## src/rtl/audio_pkg.sv

```systemverilog
// Shared constants, handshake bundle and sample conversion
// for the ADC audio frame capture front-end.
package audio_pkg;

    localparam int AUDIO_DATA_W    = 8;
    localparam int AUDIO_FRAME_LEN = 64;

    typedef struct packed {
        logic valid;
        logic ack;
        logic overrun;
    } frame_hs_t;

    // Offset-binary to two's complement is a pure MSB flip.
    function automatic logic [AUDIO_DATA_W-1:0] to_signed_sample(
        input logic [AUDIO_DATA_W-1:0] s
    );
        return s ^ {1'b1, {(AUDIO_DATA_W-1){1'b0}}};
    endfunction

endpackage

```

## src/rtl/eoc_sync_edge.sv

```systemverilog
// Three-flop synchroniser for an asynchronous ADC strobe
// with a single-cycle rising-edge pulse.
module eoc_sync_edge
    import audio_pkg::*;
(
    input  logic clk,
    input  logic reset,
    input  logic async_i,
    output logic rise_o
);

    logic [2:0] sync_q;
    logic [2:0] sync_d;

    assign sync_d = {sync_q[1:0], async_i};

    always_ff @(posedge clk) begin
        if (!reset) begin
            sync_q <= '0;
        end else begin
            sync_q <= sync_d;
        end
    end

    assign rise_o = sync_q[1] & ~sync_q[2];

endmodule

```

## src/rtl/audio_frame_capture.sv

```systemverilog
// Captures ADC samples into a ping-pong frame buffer and
// presents complete frames to the renderer via valid/ack.
module audio_frame_capture
    import audio_pkg::*;
#(
    parameter int DATA_W    = AUDIO_DATA_W,
    parameter int FRAME_LEN = AUDIO_FRAME_LEN,
    parameter int ADDR_W    = $clog2(FRAME_LEN)
) (
    input  logic              clk,
    input  logic              reset,
    input  logic [DATA_W-1:0] audio_in,
    input  logic              eoc,
    input  logic [ADDR_W-1:0] rd_addr,
    output logic [DATA_W-1:0] rd_data,
    output logic              frame_valid,
    input  logic              frame_ack,
    output logic              overrun
);

    localparam logic [ADDR_W-1:0] LAST_PTR = ADDR_W'(FRAME_LEN - 1);

    logic              rise;
    logic [ADDR_W-1:0] wr_ptr_q, wr_ptr_d;
    logic              wr_bank_q, wr_bank_d;
    logic              rd_bank_q, rd_bank_d;
    logic              valid_q, valid_d;
    logic              ovr_q, ovr_d;
    logic [DATA_W-1:0] rd_data_q;
    logic [DATA_W-1:0] wr_sample;
    logic              last_wr;
    logic              ack_eff;
    frame_hs_t         hs;

    logic [DATA_W-1:0] mem_q [2*FRAME_LEN];

    eoc_sync_edge u_eoc_sync (
        .clk     (clk),
        .reset   (reset),
        .async_i (eoc),
        .rise_o  (rise)
    );

    assign hs.valid   = valid_q;
    assign hs.ack     = frame_ack;
    assign hs.overrun = ovr_q;

    assign wr_sample = to_signed_sample(audio_in);
    assign last_wr   = rise && (wr_ptr_q == LAST_PTR);
    assign ack_eff   = hs.ack && hs.valid;

    always_comb begin
        wr_ptr_d  = wr_ptr_q;
        wr_bank_d = wr_bank_q;
        rd_bank_d = rd_bank_q;
        valid_d   = valid_q;
        ovr_d     = ovr_q;
        if (rise) begin
            wr_ptr_d = wr_ptr_q + ADDR_W'(1);
        end
        if (last_wr && (!hs.valid || hs.ack)) begin
            rd_bank_d = wr_bank_q;
            wr_bank_d = ~wr_bank_q;
            valid_d   = 1'b1;
            if (ack_eff) begin
                ovr_d = 1'b0;
            end
        end else if (last_wr) begin
            // Reader still busy: drop this frame, refill same bank.
            ovr_d = 1'b1;
        end else if (ack_eff) begin
            valid_d = 1'b0;
            ovr_d   = 1'b0;
        end
    end

    always_ff @(posedge clk) begin
        if (!reset) begin
            wr_ptr_q  <= '0;
            wr_bank_q <= 1'b0;
            rd_bank_q <= 1'b0;
            valid_q   <= 1'b0;
            ovr_q     <= 1'b0;
            rd_data_q <= '0;
        end else begin
            wr_ptr_q  <= wr_ptr_d;
            wr_bank_q <= wr_bank_d;
            rd_bank_q <= rd_bank_d;
            valid_q   <= valid_d;
            ovr_q     <= ovr_d;
            rd_data_q <= mem_q[{rd_bank_q, rd_addr}];
        end
    end

    always_ff @(posedge clk) begin
        if (reset && rise) begin
            mem_q[{wr_bank_q, wr_ptr_q}] <= wr_sample;
        end
    end

    assign rd_data     = rd_data_q;
    assign frame_valid = hs.valid;
    assign overrun     = hs.overrun;

endmodule

```

## config.mk

```make
export PLATFORM = sky130hd
export DESIGN_NAME = audio_frame_capture
export DESIGN_NICKNAME = d
export VERILOG_FILES = /design/src/rtl/audio_pkg.sv /design/src/rtl/eoc_sync_edge.sv /design/src/rtl/audio_frame_capture.sv
export SDC_FILE = /design/constraint.sdc
export NUM_CORES = 1
export LEC_CHECK = 0
export ABC_CLOCK_PERIOD_IN_PS = 6700
export CAP_MARGIN = 20
export CORE_UTILIZATION = 45
export CTS_BUF_LIST = sky130_fd_sc_hd__clkbuf_16
export DETAILED_ROUTE_END_ITERATION = 8
export SLEW_MARGIN = 20
export SYNTH_ARGS = -nofsm -noshare
export SYNTH_HDL_FRONTEND = slang
export SYNTH_SLANG_ARGS = --single-unit
export TNS_END_PERCENT = 10
```

## constraint.sdc

```tcl
create_clock -name clk -period 6.7 [get_ports clk]
set_input_delay 1.005 -clock clk [delete_from_list [all_inputs] [get_ports clk]]
set_output_delay 1.005 -clock clk [all_outputs]
set_load 0.005 [all_outputs]
```

run_1/registers.png
Other sequential cells in the stronger gray, the rest of the logic in the fainter gray.
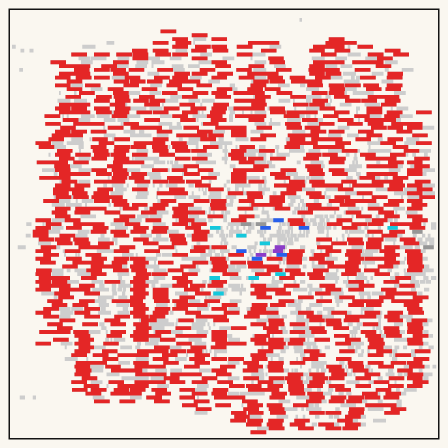
wr_ptr_q -> blue  # sequential cells 6, where center
u_eoc_sync.sync_q -> purple  # sequential cells 3
mem_q -> red  # sequential cells 1,024, where spread over the die
rd_data -> cyan  # sequential cells 8, where center
not colored = 4
Layout Utilization: 51.0%
Reg area: 31,200 sq um

run_1/metal_stack.png
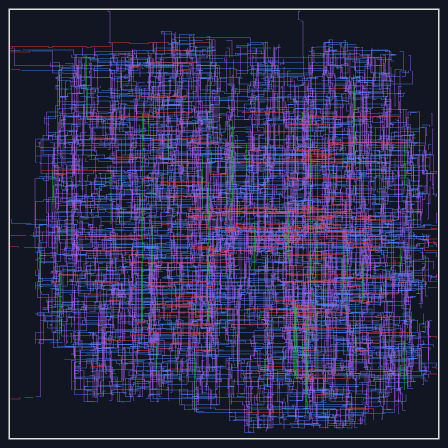
met4 -> green  # wire length 2,200 um
met1 -> blue  # wire length 41.0 mm
met3 -> red  # wire length 7,030 um
met2 -> purple  # wire length 45.0 mm
DR WL/cell: 29.1 um
total number of vias: 19,600
final wirelength: 95,200 um

run_1/pins.png
Pins as bars across the die edge, other pins in gray.
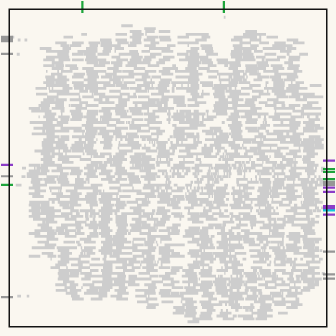
rd_data -> purple  # pins 8, direction output, edge 7 right, 1 left
reset -> cyan  # pins 1, direction input, edge right
rd_addr -> green  # pins 6, direction input, edge 3 right, 2 top, 1 left
all pins by edge = 17 right, 9 left, 2 top
Buffers on Ports: 27
die width: 302 um

run_1/gate_families.png
Scale bar: 100 um.
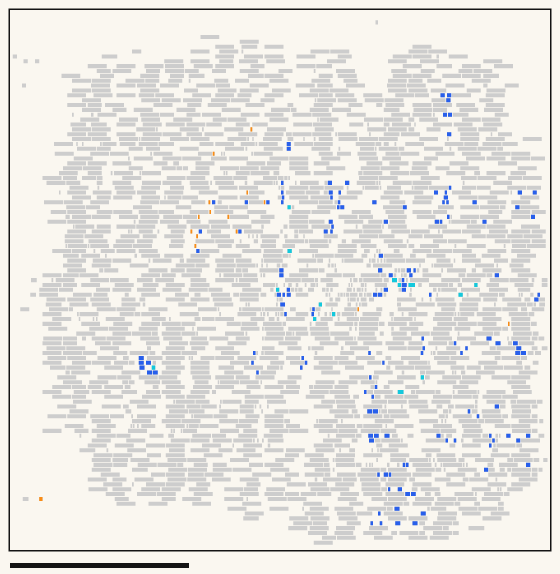
AND and OR gates -> cyan  # cells 14, most used and2_1
inverting AOI/OAI gates -> blue  # cells 140, most used a22oi_1
inverters -> orange  # cells 15, most used clkinv_1
final non-filler cell total: 3,276
Commonest Layout Cell: edfxtp_1

==> run 1: state kept, by name, summed over array words and instances (netlist names) <==
register           flops
rd_bank_q              1
wr_ptr_q               6
rd_data                8
overrun                1
frame_valid            1
u_eoc_sync.sync_q      3
mem_q               1024
wr_bank_q              1
==> run 1: logic make-up (layout without fill, tap and decap cells) <==
group,after synthesis,after routing,share of synthesized area [%]
flops,1045,1045,76.9
mux,359,359,15.6
simple gates,286,286,3.13
compound gates,150,150,2.53
buf+inv,123,265,1.62
xor+xnor,5,5,0.108
fa+ha+maj,1,1,0.0309
==> run 1: area by class of cell <==
class | instances | area [sq um]
fillers | 6944 | 43500
flip-flops and latches | 1045 | 31200
multi-input cells | 801 | 8700
clock buffers | 106 | 2650
well taps | 1165 | 1460
clock inverters | 85 | 696
repair buffers | 59 | 526
inverters | 15 | 58.8
==> results_slide.txt, run 1 <==
Physical Implementation Snapshot

Clocking
  • Post-CTS Hold Fix Bufs: 0
  • Number of H-tree levels: 3

Critical path
  • CP Class: in -> reg
  • CP delay by family, top: simple AND/OR/NAND/NOR gates
  • CP max stage delay: roughly 900 ps
  • Internal reg-to-reg setup slack: ~3600 ps
  • Crit-path cells: clkdlybuf4s50_1 > nand2_1 > nor3b_1 > nand3_2 > nor2_1
  • Reg2reg start: wr_ptr_q[0]

Place
  • Setup WS pre-CTS: roughly 2000 ps
  • GPL Wtd Cong: 0.853

Finish
  • Syn-to-layout area delta: 11.7%
  • Total Nets Final: 2,044

Outcome
  • Outcome: finished, violations left
  • Failing checks: DRC

Pwr
  • Register share of total power: between 50% and 60%
  • Flop+latch power: 7.19 mW

Final timing
  • Final hold slack: between 400 and 500 ps
  • Final setup vio count: 0
  • RSZ-0062 raised after global routing: false
  • Final Hold Viols: 0

Synthesis
  • Ys async rst share: 0%
  • Synth Seq Share: 76.9%
  • Post-synth EDFFs: 1,024

GRT
  • GRT Max-Usage Layer: met2
  • Largest net degree at the start of global routing: 93
  • Met3 Use GR: 2.92%

Drt
  • DR DRC count: 6
  • First drt pass iteration count: 9

Die
  • I/O pin count: 28
  • # rows: approximately 110

Min path
  • Hold Path Class: reg -> reg
==> inputs of run 2 (changes only) <==
- ABC_CLOCK_PERIOD_IN_PS: 6700 -> 4150
- clock period: 6.7 -> 4.15 ns (I/O delays scaled with it)
run_2/registers.png
Other sequential cells in the stronger gray, the rest of the logic in the fainter gray.
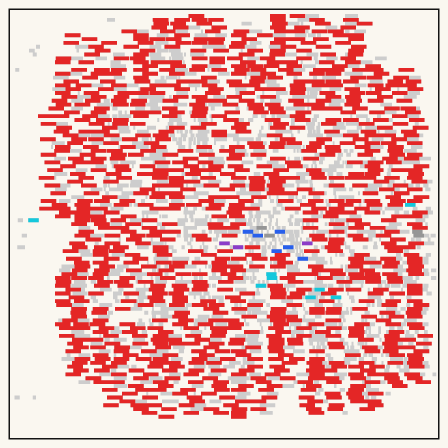
rd_data -> cyan  # sequential cells 8
wr_ptr_q -> blue  # sequential cells 6
mem_q -> red  # sequential cells 1,024, where spread over the die
u_eoc_sync.sync_q -> purple  # sequential cells 3
Layout Utilization: 52.1%
sequential share of cell area: 67.4%
Flop+latch power: 11.6 mW

run_2/final_clocks.png
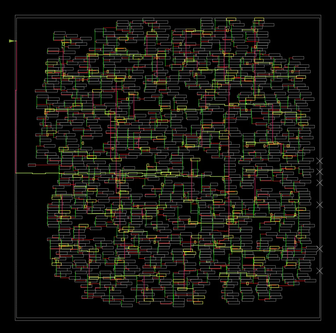
P_clk: 9.28 mW
seq_cells: 1,045
# clock sinks: 1,045

==> run 2 against run 1 <==
  * The flow still finishes with violations (DRC)
  * Worst hold slack got worse by 24 ps
  * Combinational power increased by 66%
  * Clock skew shrank 0.60 ps
  * Largest cell class unchanged
  * Highest routed layer is now met5
==> results_slide.txt, run 2 <==
Physical Implementation Snapshot

Synthesis
  • Synth Area in Simple Gates: 3.13% (unchanged)
  • Mux cell area share: 15.6% (unchanged)
  • Synth Seq Share: 76.9% (unchanged)
  • XOR Share, Synth: 0.108% (unchanged)
  • Area leader share: between 70% and 80%
  • Logic family by area: multiplexers
  • Complex Gates by Area: 2.53% (unchanged)
  • Ys async rst share: 0% (unchanged)
  • Adder Area Share: 0.0309% (unchanged)

Critical path
  • Worst R2R Path Depth: 6
  • CP Class: in -> reg
  • Reg2reg start: rd_bank_q
  • Crit-path cells: buf_8 > buf_12 > buf_4 > mux4_2 > a22o_1 > nand2_1 > nand3_1 > a211oi_1 > a31oi_1
  • CP delay by family, top: AND-OR/OR-AND gates
  • CP max stage delay: 710 ps (-190 ps)
  • Internal reg-to-reg setup slack: 1220 ps (-2390 ps)

Drt
  • DR WL/cell: 28.2 um (-2.9%)
  • First drt pass iteration count: 8 (-1)
  • Final wirelength: 95,800 um (+0.60%)
  • DR DRC count: 6 (unchanged)
  • Total number of vias: 19,900 (+1.7%)

Clocking
  • Number of H-tree levels: 3 (unchanged)
  • CTS root buf: clkbuf_16
  • Post-CTS Hold Fix Bufs: 0 (unchanged)

GRT
  • Met1 Use GR: 31.1%
  • Met3 Use GR: 3.30% (+0.38 points)
  • Vias in the first global route: 20,500
  • Largest net degree at the start of global routing: 90 (-3.2%)
  • GRT Max-Usage Layer: met2

Pwr
  • Worst VDD drop: 351 uV
  • Register share of total power: 53.3% (-0.2 points)
  • Switching Share: 20.4%

Finish
  • Max reg flops: 1,024 (unchanged)
  • Commonest Layout Cell: edfxtp_1
  • Top reg by flops: mem_q
  • Total Nets Final: 2,160 (+5.7%)

Place
  • Buffers on Ports: 27 (unchanged)
  • GPL Wtd Cong: 0.864 (+1.2%)

Outcome
  • Outcome: finished, violations left
  • Failing checks: DRC

Final timing
  • Final Hold Viols: 0 (unchanged)
  • Final setup vio count: 0 (unchanged)
  • RSZ-0062 raised after global routing: false

Die
  • Die width: 302 um (unchanged)
  • I/O pin count: 28 (unchanged)
  • # rows: 109 (unchanged)

Min path
  • Hold Path Class: reg -> reg
run_2/pins.png
Pins as bars across the die edge, other pins in gray.
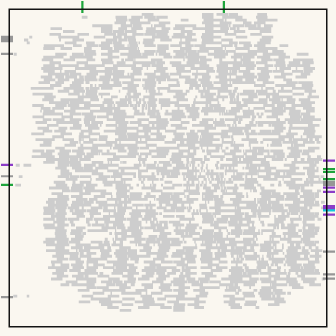
reset -> cyan  # pins 1, direction input, edge right
rd_addr -> green  # pins 6, direction input, edge 3 right, 2 top, 1 left
rd_data -> purple  # pins 8, direction output, edge 7 right, 1 left
Vert. Die Dim: 302 um

## run 2: cell counts after synthesis
No cell type changed its count.
## run 2: area by class of cell
class,count,area (sq um)
Clock buffer,109,2730
Clock inverter,88,658
Fill cell,6915,42600
Multi-Input combinational cell,801,8690
Sequential cell,1045,31200
Tap cell,1165,1460
Timing Repair Buffer,172,1450
Inverter,15,58.8
## run 2: stage by stage
| stage | area (sq um) | cells | hold slack [ps] |
|---|---|---|---|
| final | 46200 | 3395 | 416 |
| after global routing | 46200 | 3395 | 437 |
| after CTS | 46200 | 3395 | 418 |
| after detailed placement | 42800 | 3198 | 422 |
| after global placement | 42800 | 3198 | 421 |
| after floorplan | 40500 | 1969 | 412 |
==> inputs of run 3 (changes only) <==
- ABC_CLOCK_PERIOD_IN_PS: 4150 -> 3300
- clock period: 4.15 -> 3.3 ns (I/O delays scaled with it)
run_3/pins.png
Pins as bars across the die edge, other pins in gray.
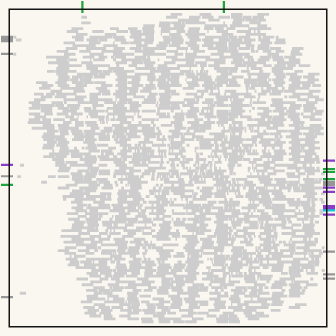
rd_addr -> green  # pins 6, direction input, edge 3 right, 2 top, 1 left
reset -> cyan  # pins 1, direction input, edge right
rd_data -> purple  # pins 8, direction output, edge 7 right, 1 left
all pins by edge = 17 right, 9 left, 2 top

run_3/metal_stack.png
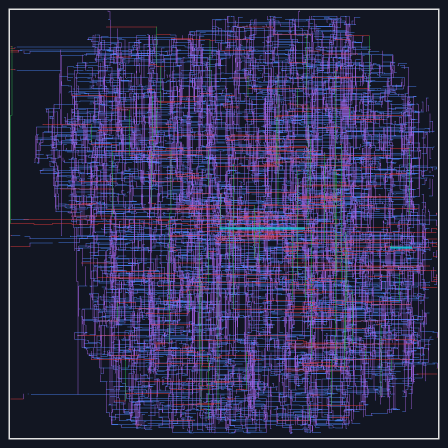
met4 -> green  # wire length 2,600 um
met2 -> purple  # wire length 46.1 mm
met3 -> red  # wire length 6,700 um
met1 -> blue  # wire length 40.4 mm
met5 -> cyan  # wire length 72.7 um
total number of vias: 20,000
DR WL/cell: 27.7 um
final wirelength: 95,900 um
gr usage total: 21.4%

==> run 3 against run 2 <==
  * The flow still finishes with violations (DRC)
  * Core utilization is 0.88 points higher
  * Cell count is 2.0% higher
  * Clock-buffer cell count is 2 lower
  * Via count rose by 0.23%
  * Clock power is 27% higher
  * Power grew 27%
  * Final area rose by 1.7%
  * Clock skew is 2.6 ps higher
  * Die area stayed put
  * Critical path depth did not move
  * Critical path type unchanged
  * Largest power group unchanged
  * Highest routed layer unchanged
==> results_slide.txt, run 3 <==
Physical Implementation Snapshot

Finish
  • Commonest Layout Cell: edfxtp_1
  • Reg area: 31,200 sq um (unchanged)
  • Non-clk bufs: 250 (+45%)
  • Fillers: 6,850 (-0.94%)
  • Leading cell kind: registers
  • Logic area: 8690 sq um (unchanged)
  • Layout Utilization: 52.9% (+0.88 points)
  • Seq_cells: 1,045 (unchanged)
  • Sequential share of cell area: 66.3% (-1.1 points)
  • Post-route cell area: 47,000 sq um (+1.7%)
  • Max reg flops: 1,024 (unchanged)

Synthesis
  • Synth Seq Share: 76.9% (unchanged)
  • Adder Area Share: 0.0309% (unchanged)
  • Synth Area in Simple Gates: 3.13% (unchanged)
  • XOR Share, Synth: 0.108% (unchanged)
  • Mux cell area share: 15.6% (unchanged)
  • Ys async rst share: 0% (unchanged)

Pwr
  • Switching Share: 20.3% (-0.16 points)
  • P_clk: 11.8 mW (+27%)
  • Worst VDD drop: 367 uV (+4.4%)
  • Register share of total power: 52.9% (-0.4 points)
  • Flop+latch power: 14.6 mW (+26%)

Outcome
  • Failing checks: DRC
  • Outcome: finished, violations left

Clocking
  • # clock sinks: 1,045 (unchanged)

Drt
  • DR DRC count: 4 (-2)
  • First drt pass iteration count: 9 (+1)

Critical path
  • Reg2reg start: mem_q[59][0]
  • Worst R2R Path Depth: 7 (+1)

Place
  • Area after DPL: 43,600 sq um (+1.7%)
  • GPL Wtd Cong: 0.875 (+1.3%)
  • Dpl cells: 3,276 (+2.4%)

GRT
  • Largest net degree at the start of global routing: 81 (-10%)

Die
  • Vert. Die Dim: 302 um (unchanged)
  • N_taps: 1,165 (unchanged)

Final timing
  • RSZ-0062 raised after global routing: false
run_3/gate_families.png
Scale bar: 100 um.
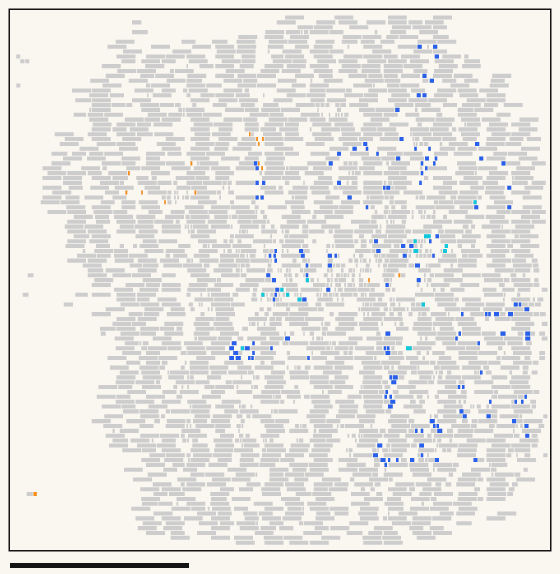
inverting AOI/OAI gates -> blue  # cells 140, most used a22oi_1
AND and OR gates -> cyan  # cells 14, most used and2_1
inverters -> orange  # cells 15, most used clkinv_1
Comb/total area: 18.5%
final non-filler cell total: 3,464

[run 3: netlist changes by cell type in the layout (fill, tap and decap cells not counted), sizes merged]
cell | before | now
buf | 157 | 235
inv | 34 | 26
clkinv | 57 | 51
clkinvlp | 1 | 5
bufinv | 11 | 14
clkbuf | 109 | 107
[run 3: critical path: stages]
cell	delay (ps)
buf_8	310
buf_4	260
mux4_2	540
mux4_2	490
clkinv_1	100
o22ai_1	170
nor3_1	460
buf_4	200
nand3_1	70
[run 3: metal layers]
| metal | part of all wire (%) | wire [um] | GRT usage (%) |
|---|---|---|---|
| met1 | 42 | 40400 | 30.0 |
| met2 | 48 | 46100 | 34.3 |
| met3 | 7.0 | 6700 | 3.78 |
| met4 | 2.7 | 2600 | 6.85 |
| met5 | 0.075 | 72 | 0.466 |
Power and IR drop assume default switching activity.
